Figure 1. Placed cells, one color a class (run 1).
Scale bar: 20 µm.
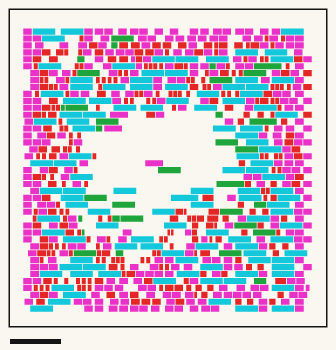
Figure 2. I/O nets highlighted (run 1).
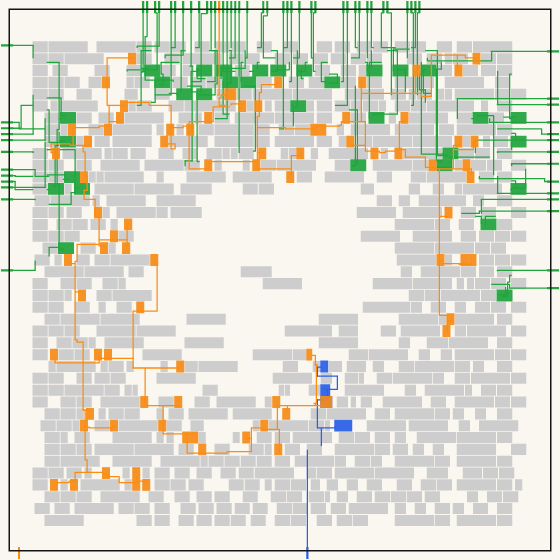
Figure 3. Wire density map (run 1).
Scale bar: 20 µm. 25 x 25 tiles, from dark purple (low) to yellow (high), scaled to the fullest tile. Values are wire area over tile area, all layers added.
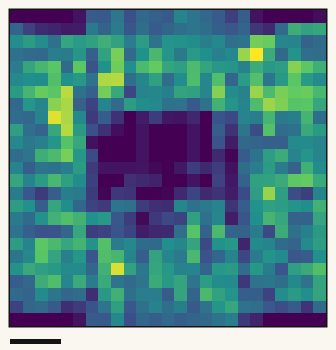
File: config.mk
export PLATFORM = sky130hd
export DESIGN_NAME = cpuif_arbiter_flat
export DESIGN_NICKNAME = d
export VERILOG_FILES = /design/src/rtl/cpuif_arb_pkg.sv /design/src/rtl/cpuif_arbiter_if.sv /design/src/rtl/cpuif_arbiter_rr.sv /design/src/rtl/cpuif_arbiter.sv /design/src/flat_wrapper.sv
export SDC_FILE = /design/constraint.sdc
export NUM_CORES = 1
export LEC_CHECK = 0
export CORE_MARGIN = 5
export CORE_UTILIZATION = 42
export CTS_CLUSTER_DIAMETER = 200
export DETAILED_ROUTE_END_ITERATION = 7
export HOLD_SLACK_MARGIN = 0.12
export PLACE_DENSITY = 0.87
export RECOVER_POWER = 100
export SLEW_MARGIN = 20
export SYNTH_ARGS = -nofsm -noshare
export SYNTH_HDL_FRONTEND = slang
export SYNTH_SLANG_ARGS = --single-unit
File: constraint.sdc
create_clock -name clk -period 3.6 [get_ports clk]
set_input_delay 0.9 -clock clk [delete_from_list [all_inputs] [get_ports clk]]
set_output_delay 0.9 -clock clk [all_outputs]
set_load 0.05 [all_outputs]
File: src/rtl/cpuif_arb_pkg.sv
// cpuif_arb_pkg: shared types for the CPU-interface arbiter (FSM states, captured response)
package cpuif_arb_pkg;
  localparam int CPUIF_ARB_MAX_DW = 32;
  typedef enum logic [1:0] {IDLE, ISSUE, WAIT, RESP} cpuif_arb_state_e;
  typedef struct packed {
    logic                        ack;
    logic [CPUIF_ARB_MAX_DW-1:0] rd_data;
    logic                        err;
  } cpuif_arb_rsp_t;
endpackage

File: src/rtl/cpuif_arbiter_if.sv
// cpuif_arbiter_if: requester-side and register-block-side signals of the shared CPU interface
interface cpuif_arbiter_if #(
  parameter int N_REQ      = 2,
  parameter int ADDR_WIDTH = 11,
  parameter int DATA_WIDTH = 32
);
  logic [N_REQ-1:0]                 req_valid;
  logic [N_REQ-1:0]                 req_is_wr;
  logic [N_REQ-1:0][ADDR_WIDTH-1:0] req_addr;
  logic [N_REQ-1:0][DATA_WIDTH-1:0] req_wr_data;
  logic [N_REQ-1:0][DATA_WIDTH-1:0] req_wr_biten;
  logic [N_REQ-1:0]                 req_ack;
  logic [DATA_WIDTH-1:0]            req_rd_data;
  logic                             req_err;
  logic                             cpuif_req;
  logic                             cpuif_req_is_wr;
  logic [ADDR_WIDTH-1:0]            cpuif_addr;
  logic [DATA_WIDTH-1:0]            cpuif_wr_data;
  logic [DATA_WIDTH-1:0]            cpuif_wr_biten;
  logic                             cpuif_rd_ack;
  logic [DATA_WIDTH-1:0]            cpuif_rd_data;
  logic                             cpuif_rd_err;
  logic                             cpuif_wr_ack;
  logic                             cpuif_wr_err;
  logic                             busy;
  logic [$clog2(N_REQ)-1:0]         grant_idx;
  modport slave (
    input  req_valid, req_is_wr, req_addr, req_wr_data, req_wr_biten,
    output req_ack, req_rd_data, req_err,
    output cpuif_req, cpuif_req_is_wr, cpuif_addr, cpuif_wr_data, cpuif_wr_biten,
    input  cpuif_rd_ack, cpuif_rd_data, cpuif_rd_err, cpuif_wr_ack, cpuif_wr_err,
    output busy, grant_idx
  );
  modport master (
    output req_valid, req_is_wr, req_addr, req_wr_data, req_wr_biten,
    input  req_ack, req_rd_data, req_err,
    input  cpuif_req, cpuif_req_is_wr, cpuif_addr, cpuif_wr_data, cpuif_wr_biten,
    output cpuif_rd_ack, cpuif_rd_data, cpuif_rd_err, cpuif_wr_ack, cpuif_wr_err,
    input  busy, grant_idx
  );
endinterface

File: src/rtl/cpuif_arbiter_rr.sv
// rr_arbiter: combinational round-robin picker, search starts at last_grant+1 and wraps
module rr_arbiter #(
  parameter int N_REQ = 2
) (
  input  logic [N_REQ-1:0]         req,
  input  logic [$clog2(N_REQ)-1:0] last_grant,
  output logic                     gnt_valid,
  output logic [$clog2(N_REQ)-1:0] gnt_idx
);
  localparam int IW = $clog2(N_REQ);
  // scan farthest offset first so the closest requester after last_grant wins
  always_comb begin
    gnt_valid = 1'b0;
    gnt_idx = '0;
    for (int i = N_REQ; i >= 1; i--) begin
      if (req[IW'((int'(last_grant) + i) % N_REQ)]) begin
        gnt_valid = 1'b1;
        gnt_idx = IW'((int'(last_grant) + i) % N_REQ);
      end
    end
  end
endmodule

File: src/rtl/cpuif_arbiter.sv
// cpuif_arbiter: round-robin sharing of one register-block CPU interface; CPUIF_ARB_TIMEOUT_EN adds a WAIT watchdog
module cpuif_arbiter
  import cpuif_arb_pkg::*;
#(
  parameter int N_REQ          = 2,
  parameter int ADDR_WIDTH     = 11,
  parameter int DATA_WIDTH     = 32,
  parameter int TIMEOUT_CYCLES = 255
) (
  input logic            clk,
  input logic            rst_n,
  cpuif_arbiter_if.slave bus
);
  localparam int IW = $clog2(N_REQ);
  cpuif_arb_state_e      state_q, state_d;
  logic [IW-1:0]         last_grant_q, grant_idx_q, gnt_idx;
  logic                  gnt_valid, ack_in, tmo_hit, capture;
  logic                  is_wr_q;
  logic [ADDR_WIDTH-1:0] addr_q;
  logic [DATA_WIDTH-1:0] wr_data_q, wr_biten_q;
  cpuif_arb_rsp_t        rsp_q, rsp_d;
  if (N_REQ < 2 || DATA_WIDTH > CPUIF_ARB_MAX_DW || TIMEOUT_CYCLES < 1) begin : g_param_chk
    $error("cpuif_arbiter: need N_REQ>=2, DATA_WIDTH<=32, TIMEOUT_CYCLES>=1");
  end
  rr_arbiter #(.N_REQ(N_REQ)) u_rr (
    .req       (bus.req_valid),
    .last_grant(last_grant_q),
    .gnt_valid (gnt_valid),
    .gnt_idx   (gnt_idx)
  );
`ifdef CPUIF_ARB_TIMEOUT_EN
  localparam int TW = $clog2(TIMEOUT_CYCLES + 1);
  logic [TW-1:0] tmo_q;
  // watchdog counts WAIT cycles, cleared in every other state
  always_ff @(posedge clk or negedge rst_n)
    if (!rst_n) tmo_q <= '0;
    else tmo_q <= (state_q == WAIT) ? tmo_q + 1'b1 : '0;
  assign tmo_hit = (state_q == WAIT) && (tmo_q == TW'(TIMEOUT_CYCLES - 1));
`else
  assign tmo_hit = 1'b0;
`endif
  // next state and response capture; a real ack takes priority over the watchdog
  always_comb begin
    ack_in = bus.cpuif_rd_ack | bus.cpuif_wr_ack;
    state_d = state_q;
    case (state_q)
      IDLE:    state_d = gnt_valid ? ISSUE : IDLE;
      ISSUE:   state_d = ack_in ? RESP : WAIT;
      WAIT:    state_d = (ack_in || tmo_hit) ? RESP : WAIT;
      default: state_d = IDLE;
    endcase
    capture = (state_q == ISSUE || state_q == WAIT) && state_d == RESP;
    rsp_d = '0;
    rsp_d.ack = 1'b1;
    rsp_d.rd_data[DATA_WIDTH-1:0] = (ack_in && !is_wr_q) ? bus.cpuif_rd_data : '0;
    rsp_d.err = ack_in ? (bus.cpuif_rd_err | bus.cpuif_wr_err) : 1'b1;
  end
  // state and response registers; response is zero outside RESP
  always_ff @(posedge clk or negedge rst_n)
    if (!rst_n) begin
      state_q <= IDLE;
      rsp_q <= '0;
    end else begin
      state_q <= state_d;
      rsp_q <= capture ? rsp_d : '0;
    end
  // latch the winner's payload and index on grant
  always_ff @(posedge clk or negedge rst_n)
    if (!rst_n) begin
      last_grant_q <= IW'(N_REQ - 1);
      grant_idx_q <= '0;
      is_wr_q <= 1'b0;
      addr_q <= '0;
      wr_data_q <= '0;
      wr_biten_q <= '0;
    end else if (state_q == IDLE && gnt_valid) begin
      last_grant_q <= gnt_idx;
      grant_idx_q <= gnt_idx;
      is_wr_q <= bus.req_is_wr[gnt_idx];
      addr_q <= bus.req_addr[gnt_idx];
      wr_data_q <= bus.req_wr_data[gnt_idx];
      wr_biten_q <= bus.req_wr_biten[gnt_idx];
    end
  assign bus.cpuif_req       = state_q == ISSUE;
  assign bus.cpuif_req_is_wr = is_wr_q;
  assign bus.cpuif_addr      = addr_q;
  assign bus.cpuif_wr_data   = wr_data_q;
  assign bus.cpuif_wr_biten  = wr_biten_q;
  assign bus.req_ack         = rsp_q.ack ? N_REQ'(1) << grant_idx_q : '0;
  assign bus.req_rd_data     = rsp_q.rd_data[DATA_WIDTH-1:0];
  assign bus.req_err         = rsp_q.err;
  assign bus.busy            = state_q != IDLE;
  assign bus.grant_idx       = grant_idx_q;
endmodule
File: src/flat_wrapper.sv
// flat-port wrapper written by rule: the top's interface ports become plain ports
module cpuif_arbiter_flat import cpuif_arb_pkg::*;
#(
  parameter int N_REQ          = 2,
  parameter int ADDR_WIDTH     = 11,
  parameter int DATA_WIDTH     = 32,
  parameter int TIMEOUT_CYCLES = 255
)
  (clk, rst_n, bus_req_valid, bus_req_is_wr, bus_req_addr, bus_req_wr_data, bus_req_wr_biten, bus_req_ack, bus_req_rd_data, bus_req_err, bus_cpuif_req, bus_cpuif_req_is_wr, bus_cpuif_addr, bus_cpuif_wr_data, bus_cpuif_wr_biten, bus_cpuif_rd_ack, bus_cpuif_rd_data, bus_cpuif_rd_err, bus_cpuif_wr_ack, bus_cpuif_wr_err, bus_busy, bus_grant_idx);
  cpuif_arbiter_if #(.N_REQ(N_REQ), .ADDR_WIDTH(ADDR_WIDTH), .DATA_WIDTH(DATA_WIDTH)) bus_i ();
  input logic clk;
  input logic rst_n;
  input wire logic [$bits(bus_i.req_valid)-1:0] bus_req_valid;
  input wire logic [$bits(bus_i.req_is_wr)-1:0] bus_req_is_wr;
  input wire logic [$bits(bus_i.req_addr)-1:0] bus_req_addr;
  input wire logic [$bits(bus_i.req_wr_data)-1:0] bus_req_wr_data;
  input wire logic [$bits(bus_i.req_wr_biten)-1:0] bus_req_wr_biten;
  output wire logic [$bits(bus_i.req_ack)-1:0] bus_req_ack;
  output wire logic [$bits(bus_i.req_rd_data)-1:0] bus_req_rd_data;
  output wire logic [$bits(bus_i.req_err)-1:0] bus_req_err;
  output wire logic [$bits(bus_i.cpuif_req)-1:0] bus_cpuif_req;
  output wire logic [$bits(bus_i.cpuif_req_is_wr)-1:0] bus_cpuif_req_is_wr;
  output wire logic [$bits(bus_i.cpuif_addr)-1:0] bus_cpuif_addr;
  output wire logic [$bits(bus_i.cpuif_wr_data)-1:0] bus_cpuif_wr_data;
  output wire logic [$bits(bus_i.cpuif_wr_biten)-1:0] bus_cpuif_wr_biten;
  input wire logic [$bits(bus_i.cpuif_rd_ack)-1:0] bus_cpuif_rd_ack;
  input wire logic [$bits(bus_i.cpuif_rd_data)-1:0] bus_cpuif_rd_data;
  input wire logic [$bits(bus_i.cpuif_rd_err)-1:0] bus_cpuif_rd_err;
  input wire logic [$bits(bus_i.cpuif_wr_ack)-1:0] bus_cpuif_wr_ack;
  input wire logic [$bits(bus_i.cpuif_wr_err)-1:0] bus_cpuif_wr_err;
  output wire logic [$bits(bus_i.busy)-1:0] bus_busy;
  output wire logic [$bits(bus_i.grant_idx)-1:0] bus_grant_idx;
  assign bus_i.req_valid = bus_req_valid;
  assign bus_i.req_is_wr = bus_req_is_wr;
  assign bus_i.req_addr = bus_req_addr;
  assign bus_i.req_wr_data = bus_req_wr_data;
  assign bus_i.req_wr_biten = bus_req_wr_biten;
  assign bus_req_ack = bus_i.req_ack;
  assign bus_req_rd_data = bus_i.req_rd_data;
  assign bus_req_err = bus_i.req_err;
  assign bus_cpuif_req = bus_i.cpuif_req;
  assign bus_cpuif_req_is_wr = bus_i.cpuif_req_is_wr;
  assign bus_cpuif_addr = bus_i.cpuif_addr;
  assign bus_cpuif_wr_data = bus_i.cpuif_wr_data;
  assign bus_cpuif_wr_biten = bus_i.cpuif_wr_biten;
  assign bus_i.cpuif_rd_ack = bus_cpuif_rd_ack;
  assign bus_i.cpuif_rd_data = bus_cpuif_rd_data;
  assign bus_i.cpuif_rd_err = bus_cpuif_rd_err;
  assign bus_i.cpuif_wr_ack = bus_cpuif_wr_ack;
  assign bus_i.cpuif_wr_err = bus_cpuif_wr_err;
  assign bus_busy = bus_i.busy;
  assign bus_grant_idx = bus_i.grant_idx;
  cpuif_arbiter #(.N_REQ(N_REQ), .ADDR_WIDTH(ADDR_WIDTH), .DATA_WIDTH(DATA_WIDTH), .TIMEOUT_CYCLES(TIMEOUT_CYCLES)) u_core (.clk(clk), .rst_n(rst_n), .bus(bus_i));
endmodule
==> qor.csv, run 1 <==
stage;metric;value;unit
power;seqPwrFrac;0.262;
status;status;finished, violations left;
detailed_routing;vias;4589;
status;violations;max-capacitance violations, max-slew violations;
die;fp-row-count;41;
placement;portBuffers;304;
global_routing;grt_antenna_before_repair;0;
critical_path;regToRegSetupSlack;0.84;ns
yosys;xor_area_frac;0.00160;
sta;fmax;339;MHz
cts;cts_resized;0;
yosys;synth_area_per_cell;11.6;µm²
sta;final_max_slew_viol_count;59;
job;cap_violations;1;
power;p_clk_frac;0.202;
die;fp-utilization;0.431;
critical_path;worstPathCellList;inv_1, ha_1, inv_1, dlygate4sd3_1;
critical_path;cp-startpoint;u_core.state_q[0];
yosys;compound_area_frac;0.151;
yosys;ys_cells;472;
die;io_pins;306;
critical_path;arrival;2.05;ns
global_routing;grt_first_pass_wirelength;25.2;mm
critical_path;rr_startpoint;u_core.state_q[0];
sta;tightest_slew;1.51;ns
cts;cts_buffers;17;
About Figure 1:
- flip-flops: cyan (cells 114)
- clock drivers and dummy loads: green (cells 32)
- other buffers and delay cells: magenta (cells 310)
- all other logic: red (cells 283)

About Figure 2:
- bus_req_valid: orange (direction input; edge 1 north, 1 south; end cells 79; buffers 2; wire 698 µm)
- bus_cpuif_wr_ack: blue (direction input; edge south; end cells 4; buffers 1; wire 55.7 µm)
- bus_req_wr_data: green (direction input; edge 38 north, 14 east, 12 west; end cells 32; buffers 64; wire 1560 µm)

About Figure 3:
- nearly empty tiles: 8.2%
- mean over tiles: 0.19
- fullest tile: 0.48
- tiles over half the peak: 31%

[run 1: registers in the layout, summed over array words and instances (netlist names), 2 cells and up]
signal	flops
u_core.bus.cpuif_addr	11
u_core.bus.cpuif_wr_data	32
u_core.state_q	2
u_core.bus.req_rd_data	32
u_core.bus.cpuif_wr_biten	32
[run 1: Yosys cell counts]
library cell,count
nand2_1,1
ha_1,3
buf_6,10
a21oi_2,10
a21oi_1,143
nor3b_1,2
dfstp_2,1
dfrtp_1,113
o21ai_0,1
or2b_2,1
buf_4,35
or3b_1,1
xnor2_1,1
a211oi_1,2
nor3b_2,30
clkbuf_1,14
inv_1,4
and2_1,2
mux2i_1,77
or2_2,1
buf_2,16
nor2b_1,1
nor2_1,3
[run 1: worst min-delay path by stage]
| stage | from | to | slack (ns) | cells past startpoint |
|---|---|---|---|---|
| detailed placement | u_core.bus.cpuif_wr_biten[8] | u_core.bus.cpuif_wr_biten[8] | 0.51 | 2 |
| global placement | u_core.bus.cpuif_wr_biten[9] | u_core.bus.cpuif_wr_biten[9] | 0.49 | 2 |
| global route | u_core.bus.cpuif_wr_data[31] | u_core.bus.cpuif_wr_data[31] | 0.54 | 2 |
| finish | u_core.bus.cpuif_wr_data[21] | u_core.bus.cpuif_wr_data[21] | 0.52 | 2 |
| floorplan | u_core.state_q[1] | u_core.state_q[0] | 0.57 | 2 |
| CTS | u_core.bus.cpuif_wr_biten[8] | u_core.bus.cpuif_wr_biten[8] | 0.52 | 2 |
[run 1: worst max-delay path: cells and delay by family, from the launching register on]
kind       cells  cell delay (ns)
buf+inv        3             1.06
fa+ha+maj      1             0.22
flops          1             0.38
[run 1: through the flow]
stage | worst slack, ns | area [µm²] | std cells | utilization
3_5_place_dp | 0.912 | 8310 | 879 | 0.655
5_1_grt | 0.577 | 8740 | 911 | 0.690
2_1_floorplan | 1.35 | 5470 | 472 | -
4_1_cts | 0.719 | 8920 | 911 | 0.704
6_report | 0.648 | 8740 | 911 | 0.690
3_3_place_gp | 1.00 | 8310 | 879 | 0.655
[run 1: cell type report]
class / count / share of cell area
Timing Repair Buffer: 310 / 0.356
Clock inverter: 12 / 0.0180
Clock buffer: 20 / 0.0523
Sequential cell: 114 / 0.327
Multi-Input combinational cell: 279 / 0.220
Inverter: 4 / 0.00172
Tap cell: 172 / 0.0246
[run 1: per-layer routing]
metal	track usage	part of all wire	routed length (µm)
met2	0.391	0.52	9030
met3	0.0790	0.10	1810
met1	0.224	0.35	6070
met4	0.0856	0.025	437
met5	0	0	0
[run 1: kinds of logic after synthesis]
kind of cell	Yosys count
buffers and inverters	79
muxes	77
DFF	114
xor gates and xnor gates	1
adders and majority gates	3
AOI/OAI and AO/OA	156
and+or+nand+nor	42
[run 1: power by group through the flow]
stage,Combinational (W),Clock (W),Sequential [W]
2_1_floorplan,0.00200,0,0.00358
3_3_place_gp,0.00476,0,0.00223
3_5_place_dp,0.00485,0,0.00226
4_1_cts,0.00488,0.00175,0.00225
5_1_grt,0.00480,0.00181,0.00229
6_report,0.00457,0.00172,0.00223
==> run 1 -> run 2 <==
--- a/config.mk
+++ b/config.mk
@@ -6,11 +6,11 @@
 export NUM_CORES = 1
 export LEC_CHECK = 0
 export CORE_MARGIN = 5
-export CORE_UTILIZATION = 42
+export CORE_UTILIZATION = 35
 export CTS_CLUSTER_DIAMETER = 200
 export DETAILED_ROUTE_END_ITERATION = 7
 export HOLD_SLACK_MARGIN = 0.12
-export PLACE_DENSITY = 0.87
+export PLACE_DENSITY = 0.77
 export RECOVER_POWER = 100
 export SLEW_MARGIN = 20
 export SYNTH_ARGS = -nofsm -noshare
==> constraint.sdc (replaced) <==
create_clock -name clk -period 2.5 [get_ports clk]
set_input_delay 0.625 -clock clk [delete_from_list [all_inputs] [get_ports clk]]
set_output_delay 0.625 -clock clk [all_outputs]
set_load 0.05 [all_outputs]
Figure 4. I/O nets highlighted (run 2).
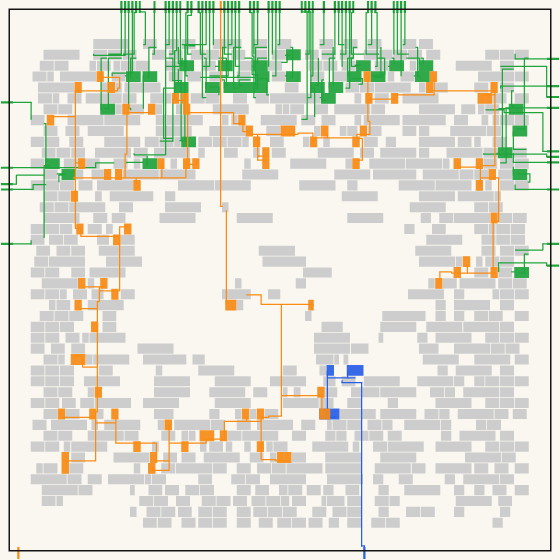
- bus_req_valid: orange (direction input; edge 1 north, 1 south; end cells 79; buffers 2; wire 715 µm)
- bus_req_wr_data: green (direction input; edge 49 north, 10 east, 5 west; end cells 32; buffers 64; wire 1450 µm)
- bus_cpuif_wr_ack: blue (direction input; edge south; end cells 4; buffers 1; wire 71.0 µm)

Figure 5. Routing congestion map (run 2).
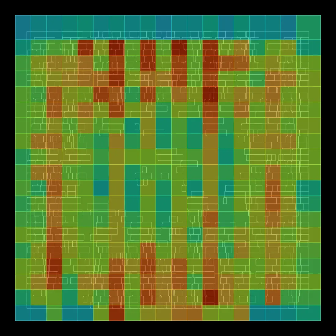
final core occ: 0.580
WL/cell: 17.6 µm
met1 Use GR: 0.192
GR Layer Usage met2: 0.336
met3 Use GR: 0.0693

==> run 2 against run 1 <==
  * The run still ends with max-capacitance violations, max-slew violations left
  * Critical endpoint is now bus_req_ack[1]
  * Register-to-register slack worse by 0.54 ns
  * Final cell count up 4.6%
  * Worst setup slack worse by 0.51 ns
  * Sequential power up 35%
==> qor.csv, run 2 <==
stage;metric;value;unit;change
status;status;finished, violations left;;
status;violations;max-capacitance violations, max-slew violations;;
critical_path;cp-end-kind;output port;;
sta;fmax;424;MHz;
global_routing;grt_max_degree;115;;
die;die_h;135;µm;
yosys;ff_type;dfrtp_1;;
critical_path;regToRegSetupSlack;0.30;ns;-0.54 ns
yosys;top_cell;a21oi_1;;
job;cap_violations;1;;unchanged
global_routing;grt_usage;0.183;;
global_routing;grt_antenna_before_repair;0;;unchanged
yosys;synth_area_per_cell;11.6;µm²;unchanged
placement;portBuffers;304;;unchanged
yosys;ys_cells;472;;unchanged
cts;cts_buffers;17;;unchanged
die;fp-row-count;45;;+9.8%
yosys;synth.distinct_cells;23;;
final_layout;design_area;0.00885;mm²;+1.3%
detailed_routing;vias;4549;;-0.87%
die;fp-utilization;0.358;;-0.0731
detailed_routing;drtIter0Drc;143;;
sta;final_max_slew_viol_count;115;;+95%
cts;cts_resized;0;;unchanged
sta;period_minus_slack;2.36;ns;
yosys;top_cell_area_share;0.517;;
global_routing;grt_first_pass_wirelength;26.2;mm;+3.8%
sta;tightest_slew;1.54;ns;+0.0304 ns
yosys;ys_top_cells_by_count;a21oi_1, dfrtp_1, mux2i_1;;
critical_path;arrival;1.73;ns;-0.32 ns
detailed_routing;wl;16.8;mm;
yosys;edf_count;0;;unchanged
placement;post-dp-hpwl;12.5;mm;
cts;htreeDepth;4;;
die;io_pins;306;;unchanged
yosys;seq_area_frac_synth;0.522;;
## run 2: final timing paths
kind | start | cells after the start | endpoint
min in group asynchronous | rst_n | 2 | u_core.bus.req_rd_data[30]
max in group asynchronous | rst_n | 2 | u_core.bus.cpuif_wr_data[31]
worst max register to register | u_core.state_q[1] | 5 | u_core.bus.cpuif_wr_data[29]
worst max-delay path | u_core.bus.grant_idx | 2 | bus_req_ack[1]
worst min-delay path | u_core.bus.cpuif_wr_biten[8] | 2 | u_core.bus.cpuif_wr_biten[8]
worst min register to register | u_core.bus.cpuif_wr_biten[8] | 2 | u_core.bus.cpuif_wr_biten[8]
## run 2: layout make-up
cell class	count	area, µm²
repair buffers	313	3120
multi-input cells	279	1940
inverters	4	15.0
well taps	211	264
fillers	1267	6410
flip-flops and latches	114	2860
clock inverters	13	206
clock buffers	19	453
## run 2: kinds of logic after synthesis
group	Yosys count	synth area share
adder cells (fa/ha/maj)	3	0.00687
flip-flops	114	0.522
AND/OR/NAND/NOR	42	0.0820
multiplexers	77	0.141
AND-OR/OR-AND	156	0.151
XOR/XNOR	1	0.00160
buffers and inverters	79	0.0957
## run 2: metal layers
metal  global-route usage  wire, µm
met5                    0         0
met4               0.0599       276
met3               0.0693      1620
met2                0.336      8990
met1                0.192      5920
## run 2: per-stage QoR
stage | std cells | total power [W] | hold WS, ns | setup slack, ns | utilization
after floorplan | 472 | 0.00804 | 0.329 | 0.525 | -
after global placement | 921 | 0.0101 | 0.497 | 0.533 | 0.550
after detailed placement | 921 | 0.0103 | 0.506 | 0.477 | 0.550
after CTS | 953 | 0.0130 | 0.329 | 0.102 | 0.594
after global routing | 953 | 0.0130 | 0.543 | 0.0597 | 0.580
final | 953 | 0.0124 | 0.506 | 0.142 | 0.580
## run 2: power by group
group	switching [W]	internal, W
clock network	0.000848	0.00182
registers	0.000370	0.00264
logic	0.00459	0.00213
total	0.00581	0.00659
## run 2: critical path: stages, from the launching register on
cell,delay [ns]
dfrtp_1,0.40
and2_1,0.14
clkdlybuf4s50_1,0.80
==> run 2 -> run 3 <==
--- a/config.mk
+++ b/config.mk
@@ -12,7 +12,6 @@
 export HOLD_SLACK_MARGIN = 0.12
 export PLACE_DENSITY = 0.77
 export RECOVER_POWER = 100
-export SLEW_MARGIN = 20
 export SYNTH_ARGS = -nofsm -noshare
 export SYNTH_HDL_FRONTEND = slang
 export SYNTH_SLANG_ARGS = --single-unit
Figure 6. Sizing map (run 3).
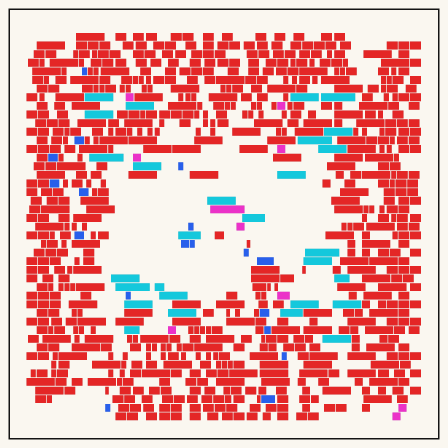
- drive 6 and up: cyan (cells 28; share 3.8%)
- drive 2: blue (cells 18; share 2.4%)
- drive 3 to 4: magenta (cells 10; share 1.3%)
- drive 1 or less: red (cells 686; share 92%)

Figure 7. Wire density map (run 3).
Scale bar: 50 µm. 27 x 27 tiles, from dark purple (low) to yellow (high), scaled to the fullest tile. Values are wire area over tile area, all layers added.
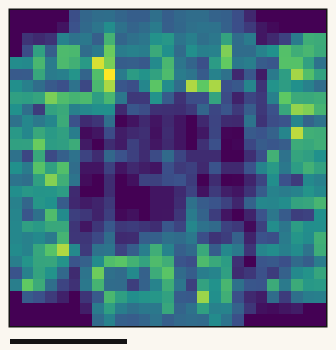
- emptiest ninth of the die: center
- tiles over half the peak: 23%
- mean over tiles: 0.15
- nearly empty tiles: 9.9%
- fullest tile: 0.45

==> run 3 against run 2 <==
  * The run still ends with max-capacitance violations, max-slew violations left
  * Core utilization unchanged
  * Area after synthesis unchanged
  * Die area unchanged
  * Combinational power about the same
  * Sequential share of layout area unchanged
  * Register-to-register slack about the same
  * Final cell count unchanged
  * Power unchanged
  * Global-route usage unchanged
  * Critical path type unchanged
  * Critical endpoint unchanged
  * Highest routed layer unchanged
==> qor.csv, run 3 <==
stage;metric;value;unit;change
die;fp-utilization;0.358;;unchanged
global_routing;grt_first_pass_wirelength;26.2;mm;unchanged
critical_path;slowest_delay;0.80;ns;about the same
status;violations;max-capacitance violations, max-slew violations;;
final_layout;fin_cells;953;;unchanged
worst_hold_path;hold_end;u_core.bus.cpuif_wr_biten[8];;
critical_path;rr_startpoint;u_core.state_q[1];;
detailed_routing;vias;4549;;unchanged
global_routing;grt_antenna_before_repair;0;;unchanged
worst_hold_path;worstHoldStart;u_core.bus.cpuif_wr_biten[8];;
detailed_routing;met3_length;1.62;mm;unchanged
critical_path;worstPathCellList;and2_1, clkdlybuf4s50_1;;
final_layout;final-comb-area;0.00194;mm²;unchanged
yosys;top_cell_area_share;0.517;;unchanged
job;cap_violations;1;;unchanged
sta;final_max_slew_viol_count;115;;unchanged
detailed_routing;drtIter0Drc;143;;unchanged
yosys;synth_area_per_cell;11.6;µm²;unchanged
yosys;synth.distinct_cells;23;;unchanged
critical_path;regToRegSetupSlack;0.30;ns;about the same
yosys;top_cell;a21oi_1;;
sta;tightest_slew;1.54;ns;unchanged
detailed_routing;dr_wl_met2;8.99;mm;unchanged
sta;fin_ws;0.142;ns;unchanged
cts;htreeDepth;4;;unchanged
critical_path;crit_slowest_cell;clkdlybuf4s50_1;;
power;finalPower;0.0124;W;unchanged
final_layout;fillers;1267;;unchanged
detailed_routing;wire_per_inst;17.6;µm;unchanged
die;io_pins;306;;unchanged
die;fp-row-count;45;;unchanged
yosys;ys_cells;472;;unchanged
placement;portBuffers;304;;unchanged
yosys;ys_top_cells_by_count;a21oi_1, dfrtp_1, mux2i_1;;
sta;fmax;424;MHz;unchanged
status;status;finished, violations left;;
final_layout;regArea;0.00286;mm²;unchanged
detailed_routing;wl_met1;5.92;mm;unchanged
yosys;edf_count;0;;unchanged
cts;cts_resized;0;;unchanged
sta;period_minus_slack;2.36;ns;unchanged
yosys;seq_area_frac_synth;0.522;;unchanged
detailed_routing;wl;16.8;mm;unchanged
detailed_routing;highest_layer;met4;;
cts;cts_buffers;17;;unchanged
global_routing;grt_usage;0.183;;unchanged
placement;place_inst;921;;unchanged
sta;timing.hold.ws;0.506;ns;unchanged
[run 3: kinds of logic after synthesis]
group	share of synthesized area
xor+xnor	0.00160
compound gates	0.151
simple gates	0.0820
flops	0.522
buf+inv	0.0957
fa+ha+maj	0.00687
mux	0.141
[run 3: cell type report]
type,instances,area share
sequential,114,0.323
clock inverter,13,0.0233
inverter,4,0.00170
timing repair buffer,313,0.352
clock buffer,19,0.0512
multi-input combinational,279,0.219
tap,211,0.0298
[run 3: worst max-delay path: cells and delay by family (launching register included)]
family / cells / cell delay (ns)
buffers and inverters: 1 / 0.80
AND/OR/NAND/NOR: 1 / 0.14
flip-flops: 1 / 0.40
[run 3: where the power goes]
part           switching [W]  total (W)  internal [W]
registers           0.000370    0.00301       0.00264
logic                0.00459    0.00672       0.00213
clock network       0.000848    0.00267       0.00182
[run 3: routing by layer]
metal / track usage / vias to the layer above
li1: - / 2156
met1: 0.192 / 2176
met2: 0.336 / 196
met3: 0.0693 / 21
met4: 0.0599 / 0
met5: 0 / -
[run 3: worst max path at each step]
stage,endpoint,start,cells after the start,slack (ns)
detailed placement,u_core.bus.req_rd_data[4],u_core.state_q[0],4,0.48
floorplan,bus_busy,u_core.state_q[0],6,0.52
global placement,u_core.bus.req_rd_data[0],u_core.state_q[0],4,0.53
CTS,bus_req_ack[1],u_core.bus.grant_idx,2,0.10
global route,bus_req_ack[0],u_core.bus.grant_idx,2,0.06
finish,bus_req_ack[1],u_core.bus.grant_idx,2,0.14
[run 3: metrics by stage]
stage                     cell area [µm²]  utilization
after global routing                 8850        0.580
after floorplan                      5470            -
final                                8850        0.580
after detailed placement             8400        0.550
after CTS                            9060        0.594
after global placement               8400        0.550
Power figures rest on the tool's default switching activity, not on a simulated workload.
